<file path="src/rtl/product_bcd_converter.sv">
// Sequential binary-to-BCD converter (shift-and-add-3) for the multiplier product.
// Latency: start sampled at edge E -> done pulse and new bcd visible after edge E+IN_W+1.
// Backpressure: none; start is ignored while busy, so the next start is accepted IN_W+2 cycles later.
//
// Ports:
//   clk   - clock, all state on rising edge
//   rst   - asynchronous active-high reset
//   start - request conversion of bin (sampled only while idle)
//   bin   - unsigned binary input
//   busy  - conversion in progress
//   done  - one-cycle pulse, bcd just updated
//   bcd   - packed BCD result, ones digit in [3:0]
module product_bcd_converter #(
   parameter int IN_W   = 8,
   parameter int DIGITS = 3
) (
   input  logic                  clk,
   input  logic                  rst,
   input  logic                  start,
   input  logic [IN_W-1:0]       bin,
   output logic                  busy,
   output logic                  done,
   output logic [4*DIGITS-1:0]   bcd
);

   localparam int CNT_W = $clog2(IN_W + 1);
   localparam int BCD_W = 4 * DIGITS;

   localparam logic [1:0] S_IDLE  = 2'd0;
   localparam logic [1:0] S_SHIFT = 2'd1;
   localparam logic [1:0] S_DONE  = 2'd2;

   // The digit scratch must be able to hold the largest input value.
   if ((10 ** DIGITS) <= ((2 ** IN_W) - 1)) begin : g_width_check
      $error("product_bcd_converter: DIGITS too small for IN_W");
   end

   logic [1:0]       state_q, state_d;
   logic [CNT_W-1:0] cnt_q, cnt_d;
   logic [IN_W-1:0]  bin_q, bin_d;
   logic [BCD_W-1:0] scr_q, scr_d;
   logic [BCD_W-1:0] bcd_q, bcd_d;
   logic             done_q, done_d;
   logic             busy_q, busy_d;
   logic [BCD_W-1:0] adj;

   // Add-3 correction on every digit before the shift; a corrected nibble
   // is at most 12, so the 4-bit add never carries out.
   for (genvar g = 0; g < DIGITS; g++) begin : g_adj
      assign adj[4*g +: 4] = (scr_q[4*g +: 4] >= 4'd5) ? (scr_q[4*g +: 4] + 4'd3)
                                                        : scr_q[4*g +: 4];
   end

   always_comb begin
      state_d = state_q;
      cnt_d   = cnt_q;
      bin_d   = bin_q;
      scr_d   = scr_q;
      bcd_d   = bcd_q;
      done_d  = 1'b0;

      case (state_q)
         S_IDLE: begin
            if (start) begin
               bin_d   = bin;
               scr_d   = '0;
               cnt_d   = CNT_W'(IN_W);
               state_d = S_SHIFT;
            end
         end
         S_SHIFT: begin
            {scr_d, bin_d} = {adj[BCD_W-2:0], bin_q, 1'b0};
            cnt_d          = cnt_q - CNT_W'(1);
            if (cnt_q == CNT_W'(1)) begin
               state_d = S_DONE;
            end
         end
         S_DONE: begin
            // Result register only changes here, so bcd never shows partial values.
            bcd_d   = scr_q;
            done_d  = 1'b1;
            state_d = S_IDLE;
         end
         default: begin
            state_d = S_IDLE;
         end
      endcase

      // busy is registered from the next state so it tracks state != IDLE.
      busy_d = (state_d != S_IDLE);
   end

   always_ff @(posedge clk or posedge rst) begin
      if (rst) begin
         state_q <= S_IDLE;
         cnt_q   <= '0;
         bin_q   <= '0;
         scr_q   <= '0;
         bcd_q   <= '0;
         done_q  <= 1'b0;
         busy_q  <= 1'b0;
      end else begin
         state_q <= state_d;
         cnt_q   <= cnt_d;
         bin_q   <= bin_d;
         scr_q   <= scr_d;
         bcd_q   <= bcd_d;
         done_q  <= done_d;
         busy_q  <= busy_d;
      end
   end

   assign busy = busy_q;
   assign done = done_q;
   assign bcd  = bcd_q;

endmodule

</file>
<file path="config.mk">
export PLATFORM = sky130hd
export DESIGN_NAME = product_bcd_converter
export DESIGN_NICKNAME = d
export VERILOG_FILES = /design/src/rtl/product_bcd_converter.sv
export SDC_FILE = /design/constraint.sdc
export NUM_CORES = 1
export LEC_CHECK = 0
export CAP_MARGIN = 40
export CELL_PAD_IN_SITES_DETAIL_PLACEMENT = 1
export CELL_PAD_IN_SITES_GLOBAL_PLACEMENT = 1
export CORE_ASPECT_RATIO = 1.5
export CORE_MARGIN = 1
export CORE_UTILIZATION = 39
export DETAILED_ROUTE_END_ITERATION = 16
export GPL_ROUTABILITY_DRIVEN = 0
export PLACE_DENSITY_LB_ADDON = 0.25
export SYNTH_ARGS = -nofsm -noshare
export SYNTH_HDL_FRONTEND = slang
export SYNTH_SLANG_ARGS = --single-unit
export TNS_END_PERCENT = 50
</file>
<file path="constraint.sdc">
create_clock -name clk -period 1.4 [get_ports clk]
set_input_delay 0.28 -clock clk [delete_from_list [all_inputs] [get_ports clk]]
set_output_delay 0.28 -clock clk [all_outputs]
set_load 0.1 [all_outputs]
</file>
### Placement by cell class, run 1

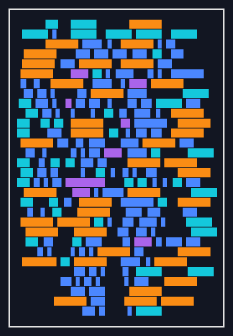
| color | class | cells | share of their area |
|---|---|---|---|
| purple | clock drivers and dummy loads | 8 | 4.3% |
| orange | flip-flops | 40 | 38% |
| blue | all other logic | 119 | 36% |
| cyan | other buffers and delay cells | 44 | 21% |

### Signal metal coverage by tile, run 1

12 x 17 tiles, from dark blue (low) to red (high), scaled to the fullest tile. Values are wire area over tile area, all layers added.
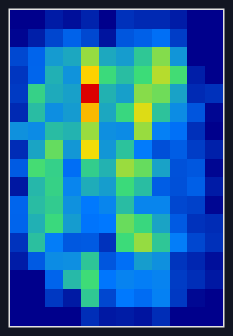
emptiest ninth of the die: bottom right
densest ninth of the die: middle
mean over tiles: 0.14
fullest tile: 0.57
nearly empty tiles: 14%

==> flow_metrics.tcl, run 1 <==
# metrics dict for downstream scripts
set metrics [dict create \
    coreArea_mm2 0.00458 \
    synth.most_common_cell "dfrtp_1" \
    dieArea_mm2 0.00509 \
    grtUsageTotal_pct 19.9 \
    p_clk_share_pct 13.3 \
    dieHeight_um 86.9 \
    hold_path.class "in2async" \
    synth_area_mm2 0.00187 \
    slew_headroom_pct 79.3 \
    pwr-share-seq_pct 28.7 \
    hold_buffers 0 \
    grt_max_degree 41 \
    end_kind "flop" \
    topCellsByArea "dfrtp_1 53%, mux2_2 7.8%, ha_1 5.3%" \
    drive_gt1_share_pct 37.4 \
    clockBufferDepth 2 \
    status "finished, final reports clean" \
    ys_ff 40 \
    vdd_drop_max_v 0.00116 \
    top_area_share_pct 53.4 \
    dr.pass1.iters 4 \
    yosys_warnings 0 \
    die-width_um 58.6 \
    dpl.hpwl_mm 3.29 \
    num_vias 1454 \
]
### Sequential cells grouped by signal name, run 1

Other sequential cells in the stronger gray, the rest of the logic in the fainter gray.
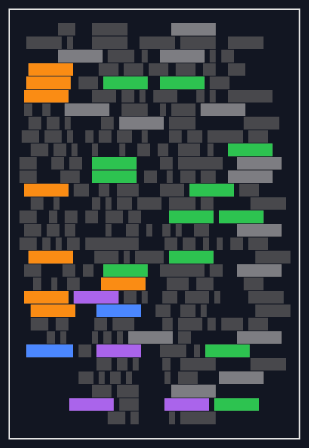
| color | netlist name | sequential cells |
|---|---|---|
| blue | `state_q` | 2 |
| green | `scr_q` | 12 |
| orange | `bin_q` | 8 |
| purple | `cnt_q` | 4 |
not colored: 14

-- run 1: final timing paths --
path | slack, ns | cells past startpoint | startpoint | end
setup / recovery | 0.02 | 4 | state_q[1] | scr_q[3]
hold / removal | 0.34 | 3 | rst | bcd[10]
setup reg to reg | 0.02 | 4 | state_q[1] | scr_q[3]
hold reg to reg | 0.50 | 2 | bin_q[7] | scr_q[0]
max in group asynchronous | 0.85 | 3 | rst | state_q[1]
min in group clk | 0.50 | 2 | bin_q[7] | scr_q[0]
-- run 1: layout by cell type, fill, tap and decap left out, drive strengths merged --
cell / instances
o21a: 3
o32ai: 2
nand4bb: 1
clkinv: 1
o2111ai: 6
and2: 1
nor2: 4
clkdlybuf4s50: 10
nand2b: 5
a22o: 1
clkbuf: 5
ha: 8
nor2b: 4
a21oi: 1
and2b: 1
o211ai: 3
a22oi: 7
o31ai: 3
dfrtp: 40
buf: 34
mux2i: 1
xnor2: 2
clkinvlp: 1
nand2: 15
bufinv: 1
nor3: 1
o21bai: 1
o221ai: 3
a32o: 4
o22ai: 1
o21ai: 11
inv: 17
mux2: 13
-- run 1: registers in the layout, summed over array words and instances (netlist names) --
name and cells:
busy 1, done 1, scr_q 12, bcd 12
state_q 2, bin_q 8, cnt_q 4
-- run 1: kinds of logic after synthesis --
| group | synth area share, % |
|---|---|
| fa+ha+maj | 5.34 |
| mux | 8.35 |
| flops | 53.4 |
| simple gates | 8.42 |
| compound gates | 18.3 |
| xor+xnor | 0.935 |
| buf+inv | 5.21 |
-- run 1: critical path, delay by kind of cell (launching register included) --
family	cells	cell delay, ns
DFF	1	0.45
and+or+nand+nor	1	0.26
AOI/OAI and AO/OA	2	0.44
buffers and inverters	1	0.15
-- run 1: layout make-up --
class	instances	area (um^2)
fillers	496	1890
flip-flops and latches	40	1000
multi-input cells	102	885
repair buffers	44	543
well taps	64	80.1
clock buffers	5	68.8
inverters	17	63.8
clock inverters	3	42.5
-- run 1: power by group through the flow --
stage / Sequential, uW / Clock [uW] / Combinational, uW
2_1_floorplan: 2780 / 0 / 1510
3_3_place_gp: 2010 / 0 / 3480
3_5_place_dp: 2050 / 0 / 3650
4_1_cts: 2030 / 971 / 3740
5_1_grt: 2100 / 1000 / 4400
6_report: 2040 / 942 / 4120
-- run 1: per-layer routing --
layer	vias to the layer above	GRT usage, %	part of all wire, %
li1	676	-	-
met1	739	21.2	37
met2	28	38.3	58
met3	11	3.12	2.7
met4	0	7.14	2.5
met5	-	0	0
-- run 1: metrics by stage --
step                      utilization [%]  total power [uW]
after floorplan                         -              4290
after global placement               53.6              5500
after detailed placement             53.6              5700
after CTS                            56.4              6740
after global routing                 58.6              7510
final                                58.6              7110
-- run 1: what timing repair did --
| item | CTS | global route |
|---|---|---|
| endpoints found under the setup margin | 9 | 24 |
| pin swaps | 0 | 2 |
| setup buffers | 0 | 1 |
| gates resized | 6 | 23 |
| gates cloned | 0 | 0 |
--- run 2 (diff from run 1) ---
Settings changed: MAX_ROUTING_LAYER set to met4.
### Clock network drawn from the DEF, run 2

Scale bar: 20 um.
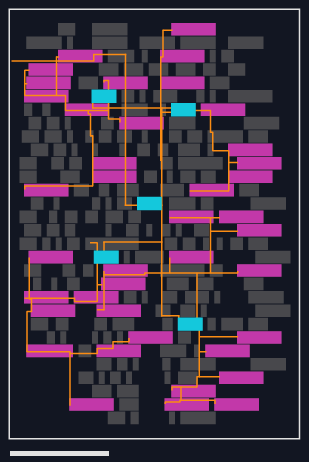
[cyan] cells driving clock nets | count: 5
[orange] clock wires | length: 503 um
[magenta] flip-flops | count: 40
flops lie: all over the die

### Placement by cell class, run 2

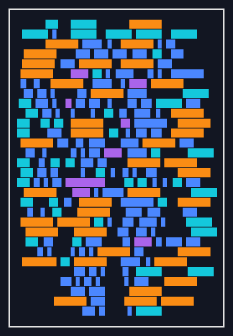
Rows: 30
final core utilization: 58.6%
flop share of the area: 37.3%
core box area: 0.00458 mm^2

==> run 2 against run 1 <==
Net effect: maximum frequency down 0.71%; count of clock-buffer cells in the layout is the same; critical path type unchanged; routed wire length increased by 0.59%.
==> flow_metrics.tcl, run 2 <==
# metrics dict for downstream scripts
set metrics [dict create \
    dieArea_mm2 0.00509 \
    finalPower_uw 7110 \
    end_kind "flop" \
    vdd_drop_max_v 0.00116 \
    grt_max_degree 41 \
    num_vias 1473 \
    status "finished, final reports clean" \
    clockBufferDepth 2 \
    yosys_warnings 0 \
    ys_ff 40 \
    xor_share_pct 0.935 \
    top_area_share_pct 53.4 \
    grtUsageTotal_pct 20.5 \
    fin_crit_ns 1.39 \
    synth_area_mm2 0.00187 \
    dieHeight_um 86.9 \
    ys_sh_mux_pct 8.35 \
    dr.pass1.iters 4 \
    dpl.hpwl_mm 3.29 \
    die-width_um 58.6 \
    slew_headroom_pct 78.5 \
    topCellsByArea "dfrtp_1 53%, mux2_2 7.8%, ha_1 5.3%" \
    ys_sh_aoi_pct 18.3 \
    synthTopLogicFamily "AND-OR/OR-AND gates" \
    fa_ha_area_share_pct 5.34 \
    cts_max_level 2 \
    mostFrequentLayoutCells "39 x dfrtp_1, 19 x buf_4, 15 x nand2_1, 15 x buf_12, 13 x mux2_2" \
]
run 2: cell counts after synthesis:
No cell type changed its count.
run 2: final timing paths:
check,slack (ns),endpoint,cells past startpoint,from
min reg2reg,0.50,scr_q[0],2,bin_q[7]
max reg2reg,0.01,scr_q[3],4,state_q[1]
min in group clk,0.50,scr_q[0],2,bin_q[7]
min,0.34,bcd[10],3,rst
max in group asynchronous,0.85,state_q[1],3,rst
max,0.01,scr_q[3],4,state_q[1]
run 2: timing repair:
action                                  in CTS  in global routing
buffers inserted                             0                  1
pin swaps                                    0                  2
endpoints found under the setup margin       9                 24
resized                                      6                 23
hold buffers                                 0                  0
run 2: through the flow:
step | TNS (ns) | instance area, um^2 | worst slack, ns
floorplan | 0 | 1870 | 0.0886
global placement | -0.557 | 2450 | -0.104
detailed placement | -1.30 | 2450 | -0.184
CTS | -0.0412 | 2580 | -0.0252
global route | -0.0924 | 2690 | -0.0398
finish | 0 | 2690 | 0.0103
run 2: per-layer routing:
layer | track usage, % | wire length, um | up-vias | part of all wire (%)
met5 | - | 0 | - | 0
met2 | 38.1 | 2730 | 31 | 57
li1 | - | - | 676 | -
met4 | 7.14 | 133 | 0 | 2.8
met1 | 21.4 | 1780 | 753 | 37
met3 | 3.12 | 125 | 13 | 2.6
run 2: area by class of cell:
cell class / instances / area (um^2)
clock buffers: 5 / 68.8
inverters: 17 / 63.8
repair buffers: 44 / 543
well taps: 64 / 80.1
multi-input cells: 102 / 885
flip-flops and latches: 40 / 1000
clock inverters: 3 / 42.5
fillers: 496 / 1890
run 2: cells by family (layout without fill, tap and decap cells):
logic type / after synthesis / in the layout
simple gates: 32 / 32
flops: 40 / 40
fa+ha+maj: 8 / 8
mux: 14 / 14
compound gates: 46 / 46
xor+xnor: 2 / 2
buf+inv: 24 / 69
run 2: where the power goes:
group / switching (uW) / total (uW) / internal (uW) / leakage [uW]
Clock: 412 / 939 / 527 / 0.0000541
Combinational: 2360 / 4130 / 1770 / 0.000617
Sequential: 439 / 2050 / 1610 / 0.000518
Total: 3210 / 7110 / 3900 / 0.00119
run 2: worst max-delay path, stage by stage (launching register included):
cell,delay [ns]
dfrtp_2,0.45
buf_4,0.15
nand2b_2,0.26
o31ai_2,0.25
a32o_1,0.20
--- run 3 (diff from run 2) ---
Settings changed: CELL_PAD_IN_SITES_DETAIL_PLACEMENT 1 to 0, PLACE_DENSITY set to 0.74, PLACE_DENSITY_LB_ADDON 0.25 to unset.
### Sequential cells grouped by signal name, run 3

Other sequential cells in the stronger gray, the rest of the logic in the fainter gray.
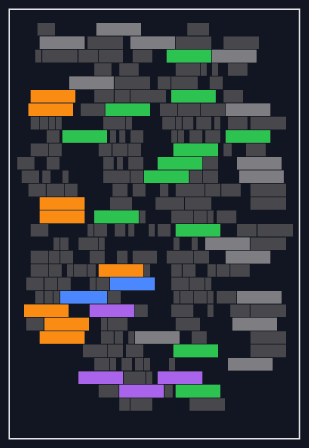
| color | netlist name | sequential cells |
|---|---|---|
| green | `scr_q` | 12 |
| blue | `state_q` | 2 |
| orange | `bin_q` | 8 |
| purple | `cnt_q` | 4 |
not colored: 14

### Clock network drawn from the DEF, run 3

Scale bar: 20 um.
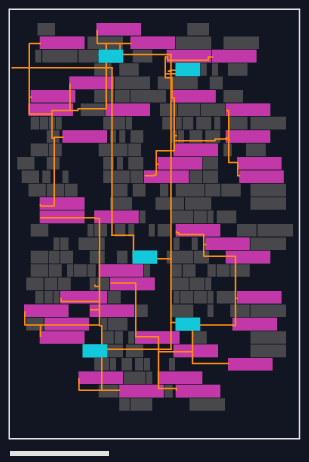
[cyan] cells driving clock nets | count: 5
[magenta] flip-flops | count: 40
[orange] clock wires | length: 517 um
routed clock nets: 6
flops lie: all over the die

==> run 3 against run 2 <==
Net effect: critical path depth increased by 1; cell count did not move; count of clock-buffer cells in the layout grew 3; die area is the same; highest routed layer unchanged; first-iteration DRC count decreased by 21%; worst setup slack improved by 0.046 ns; power down 6.5%; sequential power decreased by 2%; sequential share of layout area increased by 0.87 points.
==> flow_metrics.tcl, run 3 <==
# metrics dict for downstream scripts
set metrics [dict create \
    drive_gt1_share_pct 34.1 \
    layout_top_cell "dfrtp_1" \
    tool_warnings 31 \
    path_cells "inv_1 > ha_1 > nor2b_4 > o21a_2 > o32ai_2" \
    die-width_um 58.6 \
    fin_cells 275 \
    startpoint "scr_q[0]" \
    mostFrequentLayoutCells "39 x dfrtp_1, 17 x buf_4, 15 x nand2_1, 15 x inv_1, 15 x buf_12" \
    grt_max_degree 41 \
    synth.most_common_cell "dfrtp_1" \
    cp-endpoint "scr_q[4]" \
    cpPeakStageDelay_ns 0.36 \
    slew_headroom_pct 79.7 \
    utilization_pct 57.3 \
    synth_area_mm2 0.00187 \
    rr_worst_depth 5 \
    num_vias 1409 \
    r2r-end "scr_q[4]" \
    dieArea_mm2 0.00509 \
    start_kind "flop" \
    finalPower_uw 6650 \
    cp.depth 5 \
    dr.pass1.iters 4 \
    topCellsByArea "dfrtp_1 53%, mux2_2 7.8%, ha_1 5.3%" \
    area_growth_pct 40.1 \
    critPathSlowestCell "dfrtp_1" \
    fp-row-count 30 \
    antenna_cells 0 \
    status "finished, final reports clean" \
    clockBufferDepth 2 \
    wl_per_cell_um 14.6 \
    fin_crit_ns 1.34 \
    fp_util_pct 40.9 \
    hold_buffers 0 \
    dpl.hpwl_mm 2.90 \
    top_area_share_pct 53.4 \
    fillCellCount 417 \
    crit_buf_inv 1 \
    hold_path.class "in2async" \
    ys_ff 40 \
    yosys_warnings 0 \
    cp_top_family "AND-OR/OR-AND gates" \
    coreArea_mm2 0.00458 \
    grtUsageTotal_pct 18.6 \
    cts_max_level 2 \
    r2r_slack_ns 0.06 \
    reg2reg_from "scr_q[0]" \
    dieHeight_um 86.9 \
    end_kind "flop" \
]
[run 3: worst register-to-register path: stages, from the launching register on]
cell and delay, ns:
dfrtp_1 0.36, inv_1 0.08, ha_1 0.23, nor2b_4 0.14
o21a_2 0.24, o32ai_2 0.20
[run 3: cells by family after synthesis]
logic type      count (synthesis)  share of synthesized area (%)
flops                          40                           53.4
compound gates                 46                           18.3
fa+ha+maj                       8                           5.34
mux                            14                           8.35
simple gates                   32                           8.42
buf+inv                        24                           5.21
xor+xnor                        2                          0.935
[run 3: final cells by class]
| class | count | area (um^2) | area share (%) |
|---|---|---|---|
| Clock buffer | 8 | 90.1 | 3.43 |
| Tap cell | 64 | 80.1 | 3.05 |
| Inverter | 17 | 63.8 | 2.43 |
| Multi-Input combinational cell | 102 | 837 | 31.9 |
| Sequential cell | 40 | 1000 | 38.2 |
| Timing Repair Buffer | 44 | 551 | 21.0 |
[run 3: repair_timing]
action	in CTS	in global routing
setup buffers	0	2
endpoints found under the setup margin	10	24
gates resized	2	19
hold endpoints to repair	0	0
cloned	0	0
pin swaps	0	5
[run 3: stage by stage]
step | TNS (ns) | setup WS [ns] | cell area [um^2] | hold slack, ns
final | 0 | 0.0563 | 2620 | 0.340
after detailed placement | -1.28 | -0.153 | 2450 | 0.475
after floorplan | 0 | 0.0886 | 1870 | 0.442
after CTS | -0.00559 | -0.00559 | 2540 | 0.349
after global placement | -0.624 | -0.101 | 2450 | 0.470
after global routing | -0.0383 | -0.0215 | 2620 | 0.376
[run 3: how the worst min path moves through the flow]
stage	to	slack [ns]	cells past startpoint
after floorplan	bin_q[0]	0.44	1
after global placement	bin_q[6]	0.47	2
after detailed placement	bin_q[1]	0.47	2
after CTS	bcd[10]	0.35	3
after global routing	bcd[10]	0.38	3
final	bcd[10]	0.34	3
[run 3: report_power, final]
part	switching, uW	internal [uW]
Combinational	2190	1670
Sequential	395	1610
Clock	383	402
Total	2970	3680
[run 3: per-layer routing]
| layer | track usage, % | share of wire [%] | vias to the layer above |
|---|---|---|---|
| li1 | - | - | 676 |
| met1 | 19.7 | 37 | 699 |
| met2 | 33.1 | 57 | 25 |
| met3 | 3.12 | 2.4 | 9 |
| met4 | 8.44 | 2.7 | 0 |
| met5 | - | 0 | - |

==> gallery <==
Clock wiring as the flow saved it.
Plate I
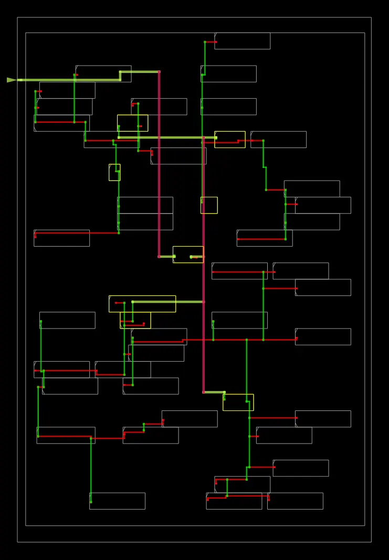
Plate II
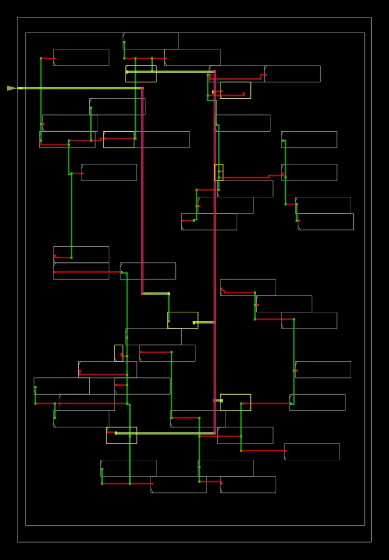
run 2: Plate I
run 3: Plate II
- most clock buffers: Plate II

Power figures rest on the tool's default switching activity, not on a simulated workload.
